run_1/floorplan.png
Pins as bars on the die edge. Tap cells in gray.
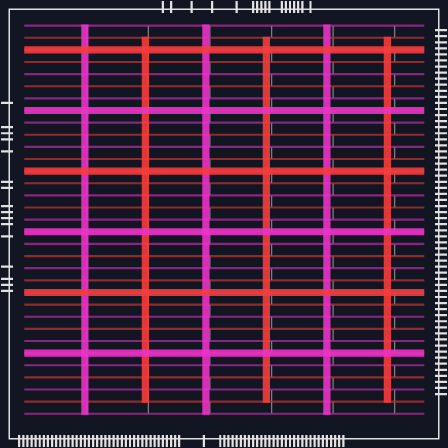
run_1/class_map.png
Scale bar: 20 um.
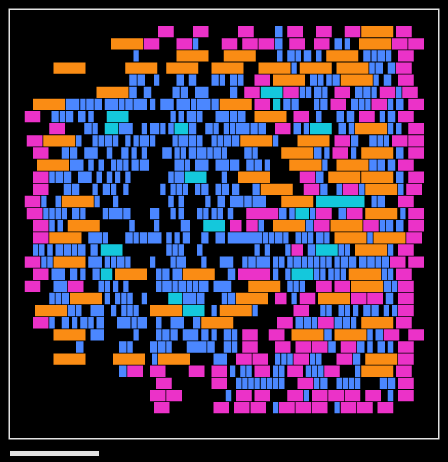
run_1/ff_map.png
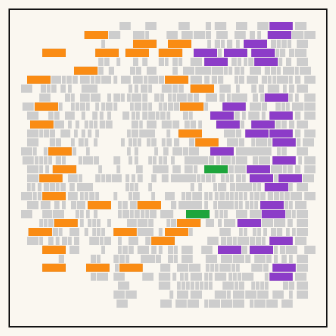
### src/rtl/tohost_monitor.sv
// tohost_monitor: end-of-test detector snooping data-memory stores.
// Decodes pass/fail codes written to the tohost word, runs a cycle-count
// watchdog and holds a sticky verdict until reset.
// Optional feature macro: PC_LOOP_DETECT_EN (halt-loop detection on i_pc).
//
// state   | meaning
// RUN     | test running, counting cycles, decoding tohost stores
// PASS    | tohost wrote 1 (or halt loop detected); terminal
// FAIL    | tohost wrote an odd value other than 1; terminal
// TIMEOUT | watchdog expired in RUN; terminal
module tohost_monitor #(
  parameter logic [31:0] TOHOST_ADDR    = 32'h0000_0FFC,
  parameter int unsigned TIMEOUT_CYCLES = 100000,
  parameter int unsigned LOOP_THRESH    = 16
) (
  input  logic        i_clk,
  input  logic        i_rst,
  input  logic [31:0] i_Addr,
  input  logic [31:0] i_Wd,
  input  logic        i_Wen,
  input  logic [31:0] i_pc,
  output logic        o_done,
  output logic        o_pass,
  output logic        o_fail,
  output logic        o_timeout,
  output logic [30:0] o_code,
  output logic [31:0] o_cycles
);

  typedef enum logic [1:0] {
    ST_RUN     = 2'd0,
    ST_PASS    = 2'd1,
    ST_FAIL    = 2'd2,
    ST_TIMEOUT = 2'd3
  } state_t;

  // Last cycle value before the watchdog fires; the counter freezes here.
  localparam logic [31:0] LP_WDOG_LAST = 32'(TIMEOUT_CYCLES - 1);

  state_t      r_state;
  state_t      w_state_nxt;
  logic [30:0] r_code;
  logic [30:0] w_code_nxt;
  logic [31:0] r_cycles;

  logic w_hit;
  logic w_hit_pass;
  logic w_hit_fail;
  logic w_wdog;
  logic w_loop;

  assign w_hit      = i_Wen && (i_Addr[31:2] == TOHOST_ADDR[31:2]);
  assign w_hit_pass = w_hit && (i_Wd == 32'd1);
  assign w_hit_fail = w_hit && i_Wd[0] && (i_Wd != 32'd1);
  assign w_wdog     = (r_cycles == LP_WDOG_LAST);

`ifdef PC_LOOP_DETECT_EN
  localparam logic [31:0] LP_LOOP_LAST = 32'(LOOP_THRESH - 1);

  logic [31:0] r_prev_pc;
  logic [31:0] r_stable;
  logic        w_pc_same;

  assign w_pc_same = (i_pc == r_prev_pc);
  // This cycle is the LOOP_THRESH-th consecutive cycle with an unchanged PC.
  assign w_loop    = w_pc_same && (r_stable == LP_LOOP_LAST);

  // PC-stable counter: counts consecutive unchanged-PC cycles, saturating.
  always_ff @(posedge i_clk) begin
    if (i_rst) begin
      r_prev_pc <= '0;
      r_stable  <= '0;
    end else begin
      r_prev_pc <= i_pc;
      if (!w_pc_same)
        r_stable <= '0;
      else if (r_stable != 32'hFFFF_FFFF)
        r_stable <= r_stable + 32'd1;
    end
  end
`else
  logic w_unused_pc;
  assign w_unused_pc = ^i_pc;
  assign w_loop      = 1'b0;
`endif

  // State, fail code and run-cycle counter registers.
  always_ff @(posedge i_clk) begin
    if (i_rst) begin
      r_state  <= ST_RUN;
      r_code   <= '0;
      r_cycles <= '0;
    end else begin
      r_state <= w_state_nxt;
      r_code  <= w_code_nxt;
      // Count only cycles that stay in RUN so the value freezes at the verdict.
      if (r_state == ST_RUN && w_state_nxt == ST_RUN && r_cycles != 32'hFFFF_FFFF)
        r_cycles <= r_cycles + 32'd1;
    end
  end

  // Next-state decode: tohost store beats loop detect beats watchdog.
  always_comb begin
    w_state_nxt = r_state;
    w_code_nxt  = r_code;
    if (r_state == ST_RUN) begin
      if (w_hit_pass) begin
        w_state_nxt = ST_PASS;
        w_code_nxt  = '0;
      end else if (w_hit_fail) begin
        w_state_nxt = ST_FAIL;
        w_code_nxt  = i_Wd[31:1];
      end else if (w_loop) begin
        w_state_nxt = ST_PASS;
        w_code_nxt  = '0;
      end else if (w_wdog) begin
        w_state_nxt = ST_TIMEOUT;
      end
    end
  end

  assign o_done    = (r_state != ST_RUN);
  assign o_pass    = (r_state == ST_PASS);
  assign o_fail    = (r_state == ST_FAIL);
  assign o_timeout = (r_state == ST_TIMEOUT);
  assign o_code    = r_code;
  assign o_cycles  = r_cycles;

endmodule
### config.mk
export PLATFORM = sky130hd
export DESIGN_NAME = tohost_monitor
export DESIGN_NICKNAME = d
export VERILOG_FILES = /design/src/rtl/tohost_monitor.sv
export SDC_FILE = /design/constraint.sdc
export NUM_CORES = 1
export LEC_CHECK = 0
export ABC_AREA = 1
export CORE_MARGIN = 3
export CORE_UTILIZATION = 45
export CTS_CLUSTER_SIZE = 28
export DETAILED_ROUTE_END_ITERATION = 10
export PLACE_DENSITY = 0.91
export SYNTH_ARGS = -nofsm -noshare
export SYNTH_HDL_FRONTEND = slang
export SYNTH_SLANG_ARGS = --single-unit
export TNS_END_PERCENT = 50
### constraint.sdc
create_clock -name i_clk -period 2.6 [get_ports i_clk]
set_input_delay 0.39 -clock i_clk [delete_from_list [all_inputs] [get_ports i_clk]]
set_output_delay 0.39 -clock i_clk [all_outputs]
set_load 0.02 [all_outputs]
==> results_dict.tcl, run 1 <==
# collected from the flow reports
set metrics [dict create \
    yosys.area.top_type_share_pct 35.7 \
    post-route-util_pct 66.9 \
    vias 4127 \
    ys_top_logic_family "simple AND/OR/NAND/NOR gates" \
    n_all_buffers 137 \
    hold_class "flop to flop" \
    dieArea_sq_mm 0.00921 \
    n_antenna_cell 0 \
    pre_cts_ws_ps 160 \
    io_buffers 131 \
    cp.required_ps 2890 \
    power_switching_share_pct 25.1 \
    cts_max_level 3 \
    numSynthFlops 65 \
    grt_max_degree 63 \
    clock_area_share_pct 3.86 \
    ys_sh_xor_pct 6.97 \
    status "complete, no violations" \
    whs_ps 446 \
    largest_cell_class "multi-input combinational cells" \
    worstPathCellList "ha_1, nand2_2, nor2_4, nand2_1, nor2_1, nand2_1, nand4_4, buf_4, nand2_1, a21oi_1" \
    min_period_ps 2250 \
    p_leak_nw 1.88 \
    final_layout_size_suffix_gt1_share_pct 4.34 \
    cts_tree "built" \
    comb_cells 405 \
    mux_share_pct 0 \
    nonClkBufAreaFrac_pct 26.5 \
    top_cells_by_area "dfxtp_1 36%, nand2_1 12%, a21oi_1 8.8%" \
    synthTopCellsByCount "118 x nand2_1, 82 x nor2_1, 67 x inv_1" \
    grt_pass1_vias 3859 \
    clkbuf_count 9 \
    wl_per_cell_um 14.6 \
    crit_type "flop to flop" \
    drt_first_iter_violations 244 \
    antenna_found_initial 0 \
    yosysWarnings 0 \
    dpl.hpwl_mm 8.48 \
    synth_cell_types 24 \
    comb_area_share_pct 37.4 \
]
About floorplan.png:
legend:
  VDD:
    color: red
  VSS:
    color: magenta
signal pins: 166
met4 straps: 6
tap cells: 102
met1 rails: 33
VDD IR max: 0.233 mV
Die Height: 96.0 um
Chip Width: 96.0 um

About class_map.png:
legend:
  sequential cells:
    color: orange
    cells: 65
    share_of_their_area: 26%
  clock drivers and dummy loads:
    color: cyan
    cells: 16
    share_of_their_area: 4.0%
  remaining buffers and delay cells:
    color: magenta
    cells: 137
    share_of_their_area: 27%
  remaining logic cells:
    color: blue
    cells: 474
    share_of_their_area: 43%
sequential share of cell area: 24.9%
CORE AREA: 0.00781 sq mm
placement row count: 32

About ff_map.png:
legend:
  `o_cycles`:
    color: orange
    placed_flops: 32
  `o_code`:
    color: purple
    placed_flops: 31
    where: a vertical strip on the right
  `r_state`:
    color: green
    placed_flops: 2

## run 1: kinds of logic after synthesis
group,after synthesis
flip-flops,65
buffers and inverters,96
AND/OR/NAND/NOR,277
XOR/XNOR,29
AND-OR/OR-AND,98
adder cells (fa/ha/maj),1
## run 1: per-layer routing
layer	vias up	wire [um]	track usage (%)
met5	-	0	0
met3	25	1110	6.33
met1	1854	4540	29.1
li1	2057	-	-
met4	0	265	8.53
met2	191	5660	44.0
## run 1: cells in the final DEF, fill, tap and decap left out, drive strengths merged, types with 4 or more instances in the layout
master and count:
dfxtp 65, nor4 9, nand3 44, nand2 119, xnor2 4, xor2 25
o21ai 32, a21oi 66, nor3 13, inv 70, clkdlybuf4s50 131, clkbuf 9
nor2 84, buf 6, clkinv 4, nand4 8
## run 1: power groups by stage
stage,clock [W],combinational (W),sequential [W]
2_1_floorplan,0,0.0000456,0.00103
3_3_place_gp,0,0.000170,0.00103
3_5_place_dp,0,0.000174,0.00103
4_1_cts,0.000913,0.000176,0.00101
5_1_grt,0.000946,0.000192,0.00101
6_report,0.000898,0.000176,0.00101
## run 1: registers in the layout (all words and copies together), names as in the netlist
signal and count:
r_state 2, o_code 31, o_cycles 32
## run 1: final timing paths
| path | cells past startpoint | slack (ps) | endpoint |
|---|---|---|---|
| worst max-delay path | 10 | 350 | o_cycles[17] |
| worst min-delay path | 2 | 450 | o_code[6] |
| worst min register to register | 2 | 450 | o_code[6] |
| worst max register to register | 10 | 350 | o_cycles[17] |
## run 1: worst max-delay path, delay by kind of cell (launching register included)
family | cells | cell delay, ps
adders and majority gates | 1 | 280
and+or+nand+nor | 7 | 1070
DFF | 1 | 440
buffers and inverters | 1 | 230
AOI/OAI and AO/OA | 1 | 160
==> inputs of run 2 (changes only) <==
Settings changed: CORE_ASPECT_RATIO set to 1.2.
==> run 2 against run 1 <==
Against the previous run: combinational power hardly changed; non-clock buffer count grew 1; via count down 1.8%; synthesized cell count unchanged; highest routed layer unchanged.
==> results_dict.tcl, run 2 <==
# collected from the flow reports
set metrics [dict create \
    status "complete, no violations" \
    dpl.hpwl_mm 8.54 \
    synth_cell_types 24 \
    grt_pass1_vias 3987 \
    min_period_ps 2240 \
    cts_max_level 3 \
    largest_register_ffs 32 \
    yosysWarnings 0 \
    grt_max_degree 63 \
    final_cell_mix "131 x clkdlybuf4s50_1, 118 x nand2_1, 82 x nor2_1" \
    whs_path_depth 2 \
    reg2regPathDepth 11 \
    p_leak_nw 1.90 \
    yosys.area.top_type_share_pct 35.7 \
    top_cells_by_area "dfxtp_1 36%, nand2_1 12%, a21oi_1 8.8%" \
    numSynthFlops 65 \
    synthTopCellsByCount "118 x nand2_1, 82 x nor2_1, 67 x inv_1" \
    final_layout_size_suffix_gt1_share_pct 4.47 \
    antenna_found_initial 0 \
    n_antenna_cell 0 \
    layout.cells.most_common "clkdlybuf4s50_1" \
    vias 4052 \
    whs_ps 446 \
    cp.required_ps 2810 \
    io_buffers 131 \
]
==> run 2: cell counts after synthesis <==
Identical to the previous run, type by type.
==> run 2: per-layer routing <==
layer	part of all wire [%]	GRT usage, %
met1	41	29.7
met2	49	41.4
met3	6.6	4.02
met4	4.2	12.5
met5	0	0
==> run 2: cell families (layout without fill, tap and decap cells) <==
group | after synthesis | count (layout) | share of synthesized area (%)
compound gates | 98 | 98 | 13.7
xor+xnor | 29 | 29 | 6.97
fa+ha+maj | 1 | 1 | 0.343
buf+inv | 96 | 223 | 10.7
flops | 65 | 65 | 35.7
simple gates | 277 | 277 | 32.6
==> run 2: worst max-delay path, delay by kind of cell, from the launching register on <==
kind                     cells  cell delay [ps]
AND-OR/OR-AND                2              150
adder cells (fa/ha/maj)      1              280
buffers and inverters        1              210
flip-flops                   1              410
AND/OR/NAND/NOR              7             1050
==> run 2: worst paths after layout <==
check	end	slack, ps
worst min-delay path	o_code[30]	450
worst max register to register	o_cycles[5]	360
worst min register to register	o_code[30]	450
worst max-delay path	o_cycles[5]	360
==> run 2: power by group <==
part           internal (W)  leakage [nW]  switching [W]
combinational      0.000109          1.25      0.0000655
sequential         0.000999         0.524     0.00000704
clock              0.000648         0.126       0.000437
total               0.00176          1.90       0.000510
==> run 2: metrics by stage <==
step                setup slack [ps]  std cells  power (W)
finish                           364        785    0.00227
global placement                 281        769    0.00120
CTS                              357        785    0.00229
global route                     190        785    0.00233
detailed placement               140        769    0.00120
floorplan                        667        566    0.00108
==> run 2: cell type report <==
cell class              instances  share of cell area, %
clock buffers                   9                   2.36
clock inverters                 7                   2.43
inverters                      69                   4.93
multi-input cells             405                   37.1
flip-flops and latches         65                   24.8
well taps                      92                   2.19
repair buffers                138                   26.2
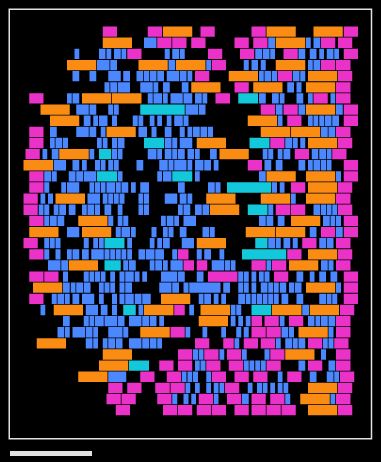
run_2/class_map.png
Scale bar: 20 um.
legend:
  sequential cells:
    color: orange
    cells: 65
    share_of_their_area: 25%
  remaining logic cells:
    color: blue
    cells: 474
    share_of_their_area: 43%
  clock drivers and dummy loads:
    color: cyan
    cells: 16
    share_of_their_area: 4.9%
  remaining buffers and delay cells:
    color: magenta
    cells: 138
    share_of_their_area: 27%
placement row count: 35
sequential share of cell area: 24.8%
CORE AREA: 0.00779 sq mm
Core Util, Final: 67.4%
final instance area: 0.00525 sq mm

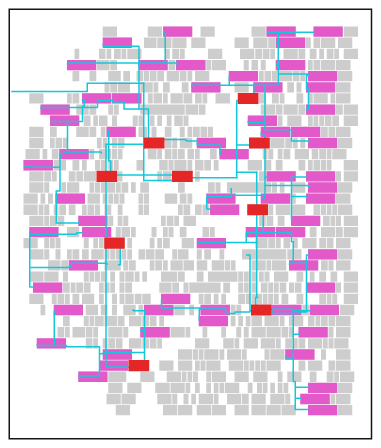
run_2/clock_wires.png
legend:
  clock-net drivers:
    color: red
    count: 9
  flip-flops:
    color: magenta
    count: 65
  clock wires:
    color: cyan
    length: 885 um
flops lie: spread over the die
P_clk: 0.00109 W
worst clock skew: 12.2 ps
clk latency late pin: 350 ps
clock power share: 47.9%

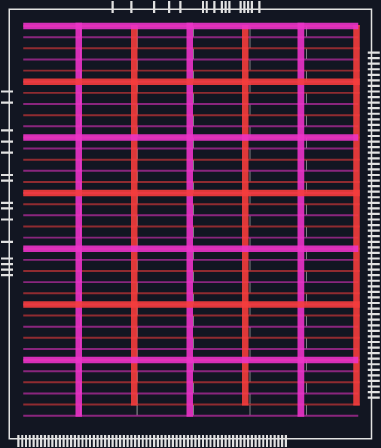
run_2/floorplan.png
Pins as bars on the die edge. Tap cells in gray.
legend:
  VDD:
    color: red
  VSS:
    color: magenta
met4 straps: 6
signal pins: 166
tap cells: 92
met1 rails: 36
Die Height: 105 um
Chip Width: 88.1 um
VDD IR max: 0.266 mV

Power figures rest on the tool's default switching activity, not on a simulated workload.
